==> config.mk <==
export PLATFORM = sky130hd
export DESIGN_NAME = fetch_sequencer
export DESIGN_NICKNAME = d
export VERILOG_FILES = /design/src/rtl/fetch_sequencer.sv
export SDC_FILE = /design/constraint.sdc
export NUM_CORES = 1
export LEC_CHECK = 0
export CAP_MARGIN = 20
export CELL_PAD_IN_SITES_DETAIL_PLACEMENT = 1
export CELL_PAD_IN_SITES_GLOBAL_PLACEMENT = 2
export CORE_MARGIN = 4
export CORE_UTILIZATION = 27
export CTS_BUF_LIST = sky130_fd_sc_hd__clkbuf_8 sky130_fd_sc_hd__clkbuf_16
export CTS_CLUSTER_SIZE = 28
export DETAILED_ROUTE_END_ITERATION = 8
export PLACE_DENSITY = 0.87
export SLEW_MARGIN = 20
export SYNTH_ARGS = -nofsm -noshare
export SYNTH_HDL_FRONTEND = slang
export SYNTH_SLANG_ARGS = --single-unit
==> constraint.sdc <==
create_clock -name clk -period 4.4 [get_ports clk]
set_input_delay 1.1 -clock clk [delete_from_list [all_inputs] [get_ports clk]]
set_output_delay 1.1 -clock clk [all_outputs]
set_load 0.01 [all_outputs]
==> run_1/io_placement.png <==
Drawn at 4 px/um. Pins as bars across the die edge, other pins in grey.
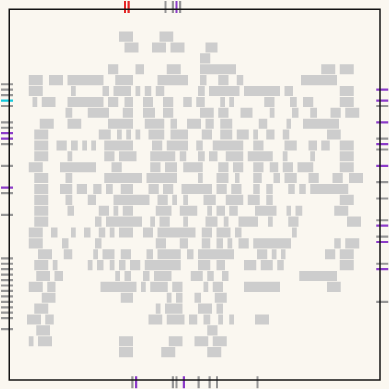
- pc_1: cyan (pins 1; direction output; edge left)
- issue_cnt: red (pins 2; direction input; edge top)
- rom_addr: purple (pins 14; direction output; edge 8 right, 3 left, 2 bottom, 1 top)
input/output buffers: 57
Die Width: 92.3 um
die y size: 92.3 um

==> run_1/sizes.png <==
Drawn at 4 px/um.
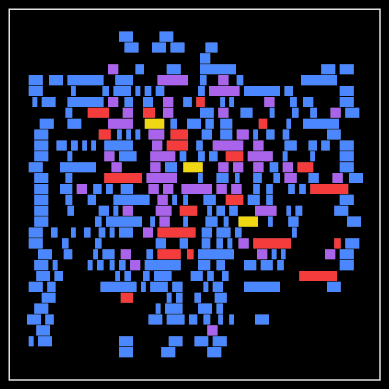
- _0 and _1 cells: blue (cells 229; most used clkdlybuf4s50_1)
- _3 and _4 cells: purple (cells 47; most used buf_4)
- _2 cells: red (cells 20; most used dfrtp_2)
- _6 and larger: yellow (cells 3; most used clkbuf_8)
Buffers excl. clock: 93
design area: 2780 um^2

==> run_1/placement.png <==
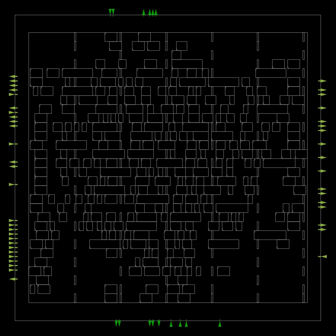
seq_cells: 18
Well Taps: 96
Finished Layout Cells: 395

==> flow_summary_export.csv, run 1 <==
group,metric,value,unit
floorplanning,pin_count,59,
logic_synthesis,syn_avg_cell_area,8.00,um^2
logic_synthesis,topCellsByArea,"dfrtp_1 23%, buf_4 8.2%, ha_1 5.2%",
logic_synthesis,synth-edff-count,0,
cells_and_area,nets,333,
setup_path,path_common_cell,"buf_4",
placed_design,pre_cts_slack,-101,ps
grt,grt_start_max_net_pins,25,
clock_tree,clockBufferDepth,2,
outcome,status,"completed",
setup_path,slowest_delay,470,ps
clock_tree,cts_htree_levels,1,
setup_path,crit_slowest_cell,"dfrtp_2",
logic_synthesis,syn_inst,240,
cells_and_area,mi_logic_area,1280,um^2
final_timing,period_minus_slack,4280,ps
setup_path,cp_max_fo,6,
power,powerDensity,263,nW/um^2
cells_and_area,lay_top_cells,"57 x clkdlybuf4s50_1, 34 x buf_4, 22 x nor2_1",
setup_path,crit_arrival,4430,ps
grt,grt_pass1_vias,2101,
clock_tree,cts.sink_count,18,
logic_synthesis,syn_nets,272,
cells_and_area,largest_register_ffs,15,
==> run 1: through the flow <==
step | hold WS, ps | utilization [%] | instance area (um^2)
finish | 476 | 40.5 | 2780
global route | 515 | 40.5 | 2780
CTS | 483 | 37.4 | 2570
detailed placement | 467 | 36.8 | 2530
global placement | 465 | 36.8 | 2530
floorplan | 512 | - | 1920
==> run 1: repair_timing <==
action	CTS	global route
setup endpoints to repair	1	3
setup buffers	0	13
pin swaps	0	7
gates resized	2	23
hold buffers	0	0
==> run 1: logic make-up after synthesis <==
group / share of synthesized area [%]
mux: 2.41
flops: 23.5
compound gates: 21.6
xor+xnor: 1.82
other cells: 0.195
fa+ha+maj: 6.25
simple gates: 28.5
buf+inv: 15.7
==> run 1: per-layer routing <==
layer | part of all wire, % | GRT usage (%) | up-vias
li1 | - | - | 976
met1 | 41 | 18.3 | 1019
met2 | 51 | 27.1 | 91
met3 | 6.4 | 3.01 | 12
met4 | 1.8 | 2.72 | 0
met5 | 0 | 0 | -
==> run 1: worst reg2reg max path: cells and delay by family, from the launching register on <==
kind	cells	cell delay, ps
simple gates	6	1070
buf+inv	4	540
compound gates	6	1110
flops	1	470
xor+xnor	1	180
fa+ha+maj	3	780
==> run 1: final cells by class <==
| class | count | share of cell area (%) |
|---|---|---|
| Clock buffer | 3 | 1.49 |
| Multi-Input combinational cell | 173 | 46.1 |
| Sequential cell | 18 | 16.4 |
| Tap cell | 96 | 4.32 |
| Timing Repair Buffer | 93 | 30.1 |
| Inverter | 12 | 1.62 |
==> run 1: report_power, final <==
part	switching (uW)	internal, uW	total (uW)	leakage (uW)
combinational	192	198	390	0.000845
clock	65.3	61.3	127	0.0000216
sequential	27.9	188	216	0.000220
==> run 1: cell usage after synthesis, types with 3 or more instances <==
| master | count |
|---|---|
| clkbuf_1 | 9 |
| and2_1 | 3 |
| nand4_1 | 7 |
| buf_4 | 21 |
| buf_6 | 5 |
| o21ai_0 | 17 |
| ha_1 | 8 |
| o41ai_1 | 5 |
| a21oi_1 | 12 |
| nor2_1 | 22 |
| nor3_1 | 6 |
| nand2_1 | 11 |
| nor2b_1 | 3 |
| dfrtp_1 | 18 |
| o21ai_1 | 3 |
| nor4_1 | 6 |
| inv_1 | 12 |
| nand3_1 | 11 |
| o31ai_1 | 7 |
==> run 2: changes to the inputs <==
--- a/config.mk
+++ b/config.mk
@@ -5,6 +5,7 @@
 export SDC_FILE = /design/constraint.sdc
 export NUM_CORES = 1
 export LEC_CHECK = 0
+export ABC_CLOCK_PERIOD_IN_PS = 4400
 export CAP_MARGIN = 20
 export CELL_PAD_IN_SITES_DETAIL_PLACEMENT = 1
 export CELL_PAD_IN_SITES_GLOBAL_PLACEMENT = 2
@@ -14,6 +15,7 @@
 export CTS_CLUSTER_SIZE = 28
 export DETAILED_ROUTE_END_ITERATION = 8
 export PLACE_DENSITY = 0.87
+export RECOVER_POWER = 100
 export SLEW_MARGIN = 20
 export SYNTH_ARGS = -nofsm -noshare
 export SYNTH_HDL_FRONTEND = slang
==> run_2/logic_types.png <==
Drawn at 4 px/um.
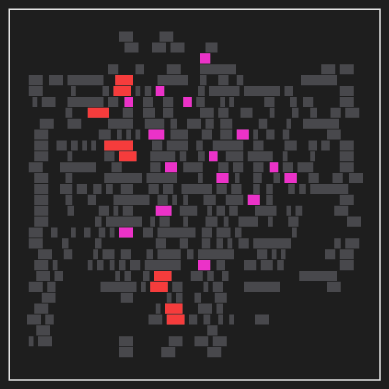
- fa/ha/maj cells: red (cells 9; most used ha_1)
- and/or cells: magenta (cells 15)
Top cell excl fill/tap: clkdlybuf4s50_1
combinational share of cell area: 46.1%

==> run 2 against run 1 <==
- die size unchanged
- largest cell class unchanged
- flip-flop count stayed put
- clock skew hardly changed
- non-clock buffer count unchanged
- routed wire length fell by 0.32%
- critical endpoint unchanged
- sequential power about the same
- total power is 1.6% lower
- global-route usage is the same
==> flow_summary_export.csv, run 2 <==
group,metric,value,unit
route,wl_per_cell,17.4,um
job,max-cap-violations,0,
setup_path,cp_max_fo,6,
logic_synthesis,yosys-top-cells-count,"22 x nor2_1, 21 x buf_4, 18 x dfrtp_1",
clock_tree,cts.sink_count,18,
logic_synthesis,topCellsByArea,"dfrtp_1 23%, buf_4 8.2%, ha_1 5.2%",
final_timing,whs,470,ps
power,swShare,39.4,%
outcome,status,"completed",
floorplanning,pin_count,59,
power,powerDensity,259,nW/um^2
setup_path,slowest_delay,470,ps
clock_tree,tritoncts,"yes",
floorplanning,die_w,92.3,um
clock_tree,cts_htree_levels,1,
power,seq_power_share,29.9,%
grt,grt_pass1_vias,2101,
final_timing,max_freq,233,MHz
power,clkPwrFrac,17.6,%
cells_and_area,largest_register_ffs,15,
floorplanning,die-height,92.3,um
logic_synthesis,syn_inst,240,
setup_path,path_common_cell,"buf_4",
logic_synthesis,syn_nets,272,
power,power.internal,437,uW
clock_tree,clockBufferDepth,2,
logic_synthesis,syn_avg_cell_area,8.00,um^2
logic_synthesis,synth-edff-count,0,
placed_design,io_buffers,57,
power,power.switching,284,uW
final_timing,period_minus_slack,4290,ps
cells_and_area,lay_top_cells,"40 x clkdlybuf4s50_1, 34 x buf_4, 22 x nor2_1",
setup_path,crit_arrival,4440,ps
setup_path,crit_slowest_cell,"dfrtp_2",
logic_synthesis,synth.most_common_cell,"nor2_1",
grt,grt_start_max_net_pins,25,
cells_and_area,nets,333,
run 2: what timing repair did:
action | in CTS | in global routing
hold buffers | 0 | 0
pin swaps | 0 | 7
endpoints found under the setup margin | 1 | 3
gates resized | 2 | 23
buffers inserted | 0 | 13
run 2: power by group through the flow:
stage,clock network (uW),logic [uW],registers [uW]
global route,135,414,219
finish,127,378,216
CTS,127,359,205
floorplan,0,189,225
global placement,0,348,206
detailed placement,0,354,208
run 2: critical path: cells and delay by family, from the launching register on:
kind / cells / cell delay (ps)
simple gates: 6 / 1070
flops: 1 / 470
xor+xnor: 1 / 180
compound gates: 6 / 1130
fa+ha+maj: 3 / 780
buf+inv: 4 / 540
run 2: through the flow:
| stage | instance area [um^2] | TNS [ps] | cells | util, % | worst slack (ps) |
|---|---|---|---|---|---|
| 6_report | 2780 | 0 | 395 | 40.5 | 115 |
| 5_1_grt | 2780 | -53.8 | 395 | 40.5 | -53.8 |
| 4_1_cts | 2570 | 0 | 382 | 37.4 | 34.8 |
| 3_5_place_dp | 2530 | -101 | 379 | 36.8 | -101 |
| 3_3_place_gp | 2530 | 0 | 379 | 36.8 | 37.8 |
| 2_1_floorplan | 1920 | 0 | 240 | - | 292 |
run 2: per-layer routing:
metal / wire (um) / share of wire [%] / GRT usage [%] / vias to the layer above
li1: - / - / - / 976
met1: 2820 / 41 / 18.3 / 1012
met2: 3510 / 51 / 27.1 / 90
met3: 433 / 6.3 / 3.01 / 12
met4: 121 / 1.8 / 2.72 / 0
met5: 0 / 0 / 0 / -
run 2: area by class of cell:
type,count,area [um^2],area share [%]
repair buffers,93,836,30.1
well taps,96,120,4.32
inverters,12,45.0,1.62
flip-flops and latches,18,457,16.4
multi-input cells,173,1280,46.1
clock buffers,3,41.3,1.49
run 2: kinds of logic (layout without fill, tap and decap cells):
family	Yosys count	after routing	share of synthesized area [%]
AND/OR/NAND/NOR	92	92	28.5
buffers and inverters	49	108	15.7
XOR/XNOR	4	4	1.82
other	1	1	0.195
multiplexers	4	4	2.41
adder cells (fa/ha/maj)	9	9	6.25
AND-OR/OR-AND	63	63	21.6
flip-flops	18	18	23.5
Power and IR drop assume default switching activity.
